## config.mk

```make
export PLATFORM = sky130hd
export DESIGN_NAME = disp_arb
export DESIGN_NICKNAME = d
export VERILOG_FILES = /design/src/rtl/disp_pkg.sv /design/src/rtl/disp_arb_rr_arb.sv /design/src/rtl/disp_arb.sv
export SDC_FILE = /design/constraint.sdc
export NUM_CORES = 1
export LEC_CHECK = 0
export ABC_AREA = 1
export CELL_PAD_IN_SITES_DETAIL_PLACEMENT = 0
export CELL_PAD_IN_SITES_GLOBAL_PLACEMENT = 2
export CORE_AREA = 5 5 117 202
export CTS_BUF_LIST = sky130_fd_sc_hd__clkbuf_2 sky130_fd_sc_hd__clkbuf_4 sky130_fd_sc_hd__clkbuf_8
export DETAILED_ROUTE_END_ITERATION = 10
export DIE_AREA = 0 0 122 207
export PLACE_DENSITY_LB_ADDON = 0.1
export SLEW_MARGIN = 20
export SYNTH_ARGS = -nofsm -noshare
export SYNTH_HDL_FRONTEND = slang
export SYNTH_SLANG_ARGS = --single-unit
```

## constraint.sdc

```tcl
create_clock -name clk -period 3.3 [get_ports clk]
set_input_delay 0.99 -clock clk [delete_from_list [all_inputs] [get_ports clk]]
set_output_delay 0.99 -clock clk [all_outputs]
set_load 0.1 [all_outputs]
```

## src/rtl/disp_pkg.sv

```systemverilog
// Shared types and helpers for the display arbiter.
// Digit count, FSM states, anode lookup, leading-zero detect.
package disp_pkg;

  localparam int N_DIGIT = 8;

  typedef enum logic [1:0] {
    IDLE,
    HOLD,
    OPEN
  } state_e;

  localparam logic [N_DIGIT-1:0][7:0] AN_LUT = {
    8'h7F, 8'hBF, 8'hDF, 8'hEF,
    8'hF7, 8'hFB, 8'hFD, 8'hFE
  };

  // Index of the most significant nonzero nibble; 0 for a zero word.
  function automatic logic [2:0] msnz_idx(input logic [31:0] w);
    logic [2:0] r;
    r = 3'd0;
    for (int i = 0; i < N_DIGIT; i++) begin
      if (w[4*i +: 4] != 4'h0) r = 3'(i);
    end
    return r;
  endfunction

endpackage

```

## src/rtl/disp_arb_rr_arb.sv

```systemverilog
// Round-robin priority select.
// Searches req from ptr upward, wrapping modulo N.
module rr_arb #(
  parameter int N  = 4,
  parameter int PW = (N > 1) ? $clog2(N) : 1
) (
  input  logic [N-1:0]  req_i,
  input  logic [PW-1:0] ptr_i,
  output logic [N-1:0]  gnt_o,
  output logic [PW-1:0] idx_o,
  output logic          vld_o
);

  always_comb begin
    idx_o = '0;
    vld_o = 1'b0;
    for (int k = 0; k < N; k++) begin
      if (!vld_o && req_i[(int'(ptr_i) + k) % N]) begin
        vld_o = 1'b1;
        idx_o = PW'((int'(ptr_i) + k) % N);
      end
    end
    gnt_o = vld_o ? (N'(1) << idx_o) : '0;
  end

endmodule

```

## src/rtl/disp_arb.sv

```systemverilog
// Arbiter granting one requester the 8-digit display,
// with dwell-based round-robin and a multiplexed scan.
module disp_arb
  import disp_pkg::*;
#(
  parameter int          N_REQ    = 4,
  parameter int unsigned DWELL    = 50_000_000,
  parameter int unsigned SCAN_DIV = 10
) (
  input  logic                 clk,
  input  logic                 rstn,
  input  logic [N_REQ-1:0]     req,
  input  logic [32*N_REQ-1:0]  req_data,
  input  logic                 lz_en,
  output logic [N_REQ-1:0]     grant,
  output logic                 busy,
  output logic [3:0]           digit,
  output logic [7:0]           AN
);

  localparam int PW = (N_REQ > 1) ? $clog2(N_REQ) : 1;

  state_e           state_q, state_d;
  logic [N_REQ-1:0] grant_q, grant_d;
  logic [PW-1:0]    ptr_q, ptr_d;
  logic [31:0]      dwell_q, dwell_d;
  logic [15:0]      scan_q, scan_d;
  logic [2:0]       idx_q, idx_d;
  logic [7:0]       an_q, an_d;
  logic [3:0]       digit_q, digit_d;

  logic [N_REQ-1:0] cand, win_oh;
  logic [PW-1:0]    win_idx, ptr_nx;
  logic             win_vld, owner_live, take, wrap, show;
  logic [2:0]       idx_nx;
  logic [31:0]      word;
  state_e           hold_st;

  assign cand       = req & ~grant_q;
  assign owner_live = |(req & grant_q);
  assign ptr_nx     = (win_idx == PW'(N_REQ - 1)) ? '0 : win_idx + 1'b1;
  assign hold_st    = (DWELL == 1) ? OPEN : HOLD;

  rr_arb #(.N(N_REQ), .PW(PW)) u_rr (
    .req_i (cand),
    .ptr_i (ptr_q),
    .gnt_o (win_oh),
    .idx_o (win_idx),
    .vld_o (win_vld)
  );

  always_comb begin
    state_d = state_q;
    grant_d = grant_q;
    ptr_d   = ptr_q;
    dwell_d = dwell_q;
    take    = 1'b0;
    unique case (state_q)
      IDLE: take = win_vld;
      HOLD, OPEN: begin
        if (!owner_live) begin
          if (win_vld) begin
            take = 1'b1;
          end else begin
            state_d = IDLE;
            grant_d = '0;
            dwell_d = '0;
          end
        end else if (state_q == HOLD) begin
          dwell_d = dwell_q + 32'd1;
          if (dwell_q + 32'd1 == DWELL - 32'd1) state_d = OPEN;
        end else begin
          take = win_vld;
        end
      end
      default: begin
        state_d = IDLE;
        grant_d = '0;
      end
    endcase
    if (take) begin
      grant_d = win_oh;
      ptr_d   = ptr_nx;
      dwell_d = '0;
      state_d = hold_st;
    end
  end

  always_comb begin
    word = '0;
    for (int i = 0; i < N_REQ; i++) begin
      word = word | ({32{grant_q[i]}} & req_data[32*i +: 32]);
    end
  end

  // Outputs are loaded for the index being advanced to.
  assign wrap    = (scan_q == 16'(SCAN_DIV - 1));
  assign scan_d  = wrap ? 16'd0 : scan_q + 16'd1;
  assign idx_nx  = idx_q + 3'd1;
  assign idx_d   = wrap ? idx_nx : idx_q;
  assign show    = busy && !(lz_en && (idx_nx > msnz_idx(word)));
  assign an_d    = !wrap ? an_q
                 : show  ? AN_LUT[idx_nx] : 8'hFF;
  assign digit_d = !wrap ? digit_q
                 : busy  ? word[{idx_nx, 2'b00} +: 4] : 4'h0;

  always_ff @(posedge clk or negedge rstn) begin
    if (!rstn) begin
      state_q <= IDLE;
      grant_q <= '0;
      ptr_q   <= '0;
      dwell_q <= '0;
      scan_q  <= '0;
      idx_q   <= '0;
      an_q    <= 8'hFF;
      digit_q <= 4'h0;
    end else begin
      state_q <= state_d;
      grant_q <= grant_d;
      ptr_q   <= ptr_d;
      dwell_q <= dwell_d;
      scan_q  <= scan_d;
      idx_q   <= idx_d;
      an_q    <= an_d;
      digit_q <= digit_d;
    end
  end

  assign grant = grant_q;
  assign busy  = |grant_q;
  assign AN    = an_q;
  assign digit = digit_q;

endmodule

```

==> out/results.tsv, run 1 <==
stage	metric	value	unit
clock_network	path_clk_slew	80	ps
final_timing	setup_ws	154	ps
final_timing	fin_crit_sh	95.3	%
placement	place_inst	1314	
hold_path	holdPathStages	1	
pwr	p_seq	1.05	mW
pwr	cellLeakagePower	3.57	nW
yosys	topCellsByArea	dfrtp_1, nand2_1, inv_1, nand3_1, nor2_1	
final_layout	buf_share	22.7	%
final_layout	inv_count	101	
final_layout	comb_area	3720	um2
die	dieArea	25300	um2
critical_path	worstReg2RegEnd	AN[7]	
final_layout	drive_gt1_share	16.2	%
critical_path	reg2reg_from	grant[0]	
detailed_routing	route.met3.wl	1140	um
pwr	power_top_consumer	combinational logic	
placement	io_buffers	151	
yosys	ys_chip_area	6010	um2
detailed_routing	viasPerCell	4.71	
pwr	power	5.22	mW
critical_path	crit_chain	clkdlybuf4s50_1 -> a22o_1 -> a221oi_1 -> nor4b_4 -> nand2_1 -> nor2_1 -> ha_1 -> a21oi_1 -> o21ai_0 -> nand3_1 -> nor3b_1 -> buf_4 -> a21oi_1	
detailed_routing	wl_met2	13200	um
status	status	finished clean	
final_layout	comb_cells	658	
yosys	fp_nets	1014	
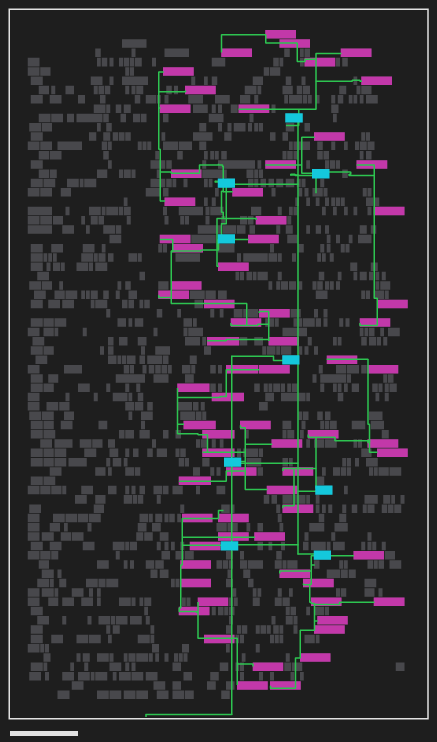
(run_1/clk_routes.png)
The bar under the picture is 20 um long.
[green] clock wires | length: 1320 um
[magenta] flip-flops | count: 71
[cyan] clock drivers | count: 9
routed clock nets: 10

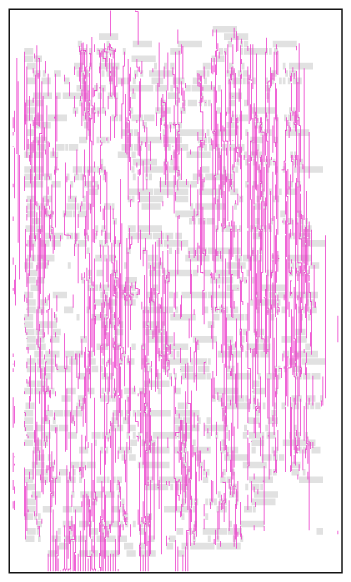
(run_1/layer_met2.png)
Cells faint in the background.
share of all routed wire: 58%
longest straight run: 71.7 um
main direction: vertical

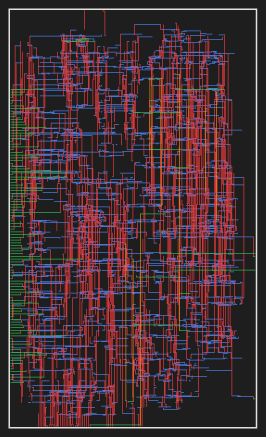
(run_1/wires.png)
[blue] metal 1 | wire length: 7870 um
[orange] metal 4 | wire length: 663 um
[red] metal 2 | wire length: 13200 um
[green] metal 3 | wire length: 1140 um

--- run 2 (diff from run 1) ---
- ABC_CLOCK_PERIOD_IN_PS: unset -> 3300
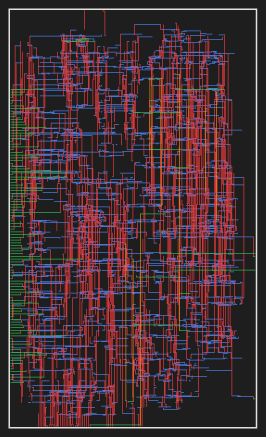
(run_2/wires.png)
[red] metal 2 | wire length: 13200 um
[orange] metal 4 | wire length: 663 um
[green] metal 3 | wire length: 1140 um
[blue] metal 1 | wire length: 7870 um

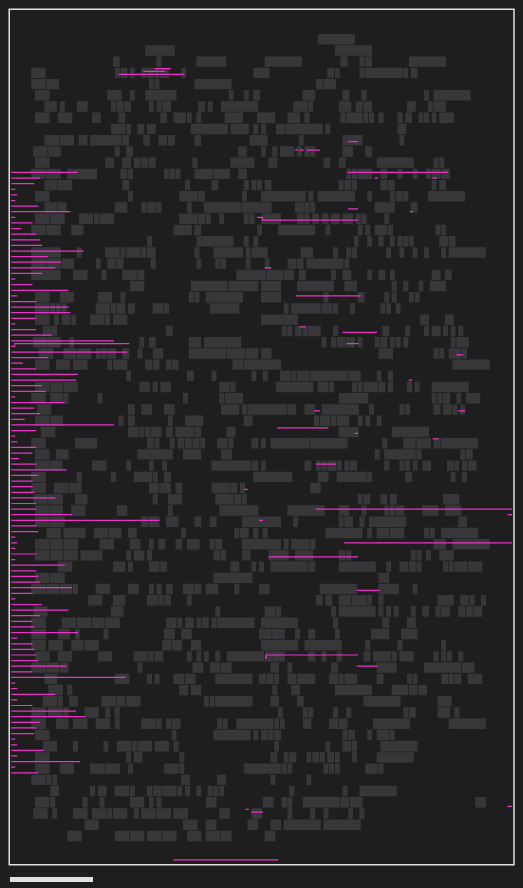
(run_2/layer_met3.png)
The bar under the picture is 20 um long. Cells faint in the background.
wire length on this layer: 1140 um
nets with wire on the layer: 129
main direction: horizontal
share of all routed wire: 5.0%
longest straight run: 47.3 um

==> out/results.tsv, run 2 <==
stage	metric	value	unit	change
critical_path	crit_chain	clkdlybuf4s50_1 -> a22o_1 -> a221oi_1 -> nor4b_4 -> nand2_1 -> nor2_1 -> ha_1 -> a21oi_1 -> o21ai_0 -> nand3_1 -> nor3b_1 -> buf_4 -> a21oi_1		unchanged
placement	io_buffers	151		unchanged
final_timing	finalMaxSlewViolations	0		unchanged
yosys	netlist_area	6010	um2	unchanged
detailed_routing	route.met3.wl	1140	um	unchanged
pwr	power	5.22	mW	unchanged
detailed_routing	viasPerCell	4.71		unchanged
critical_path	worstReg2RegEnd	AN[7]		unchanged
detailed_routing	top_layer_used	met4		unchanged
final_timing	fin_crit_sh	95.3	%	unchanged
pwr	power_top_consumer	combinational logic		unchanged
die	die-width	122	um	unchanged
yosys	ys_chip_area	6010	um2	unchanged
critical_path	crit_cells	13		unchanged
detailed_routing	wl_met2	13200	um	unchanged
final_layout	inv_count	101		unchanged
yosys	async_reset_ff_share	100	%	unchanged
hold_path	holdPathStages	1		unchanged
yosys	fp_nets	1014		unchanged
pwr	p_seq	1.05	mW	about the same
clock_network	htree_levels	3		unchanged
status	status	finished clean		unchanged
pwr	cellLeakagePower	3.57	nW	unchanged
final_layout	comb_area	3720	um2	unchanged
final_timing	setup_ws	154	ps	unchanged
clock_network	path_clk_slew	80	ps	about the same
final_layout	drive_gt1_share	16.2	%	unchanged
final_layout	buf_share	22.7	%	unchanged
critical_path	reg2reg_from	grant[0]		unchanged
placement	place_inst	1314		unchanged
yosys	synthMuxAreaShare	0	%	unchanged
critical_path	path_max_fanout	4		unchanged
yosys	topCellsByArea	dfrtp_1, nand2_1, inv_1, nand3_1, nor2_1		unchanged
die	dieArea	25300	um2	unchanged
Power and IR drop assume default switching activity.
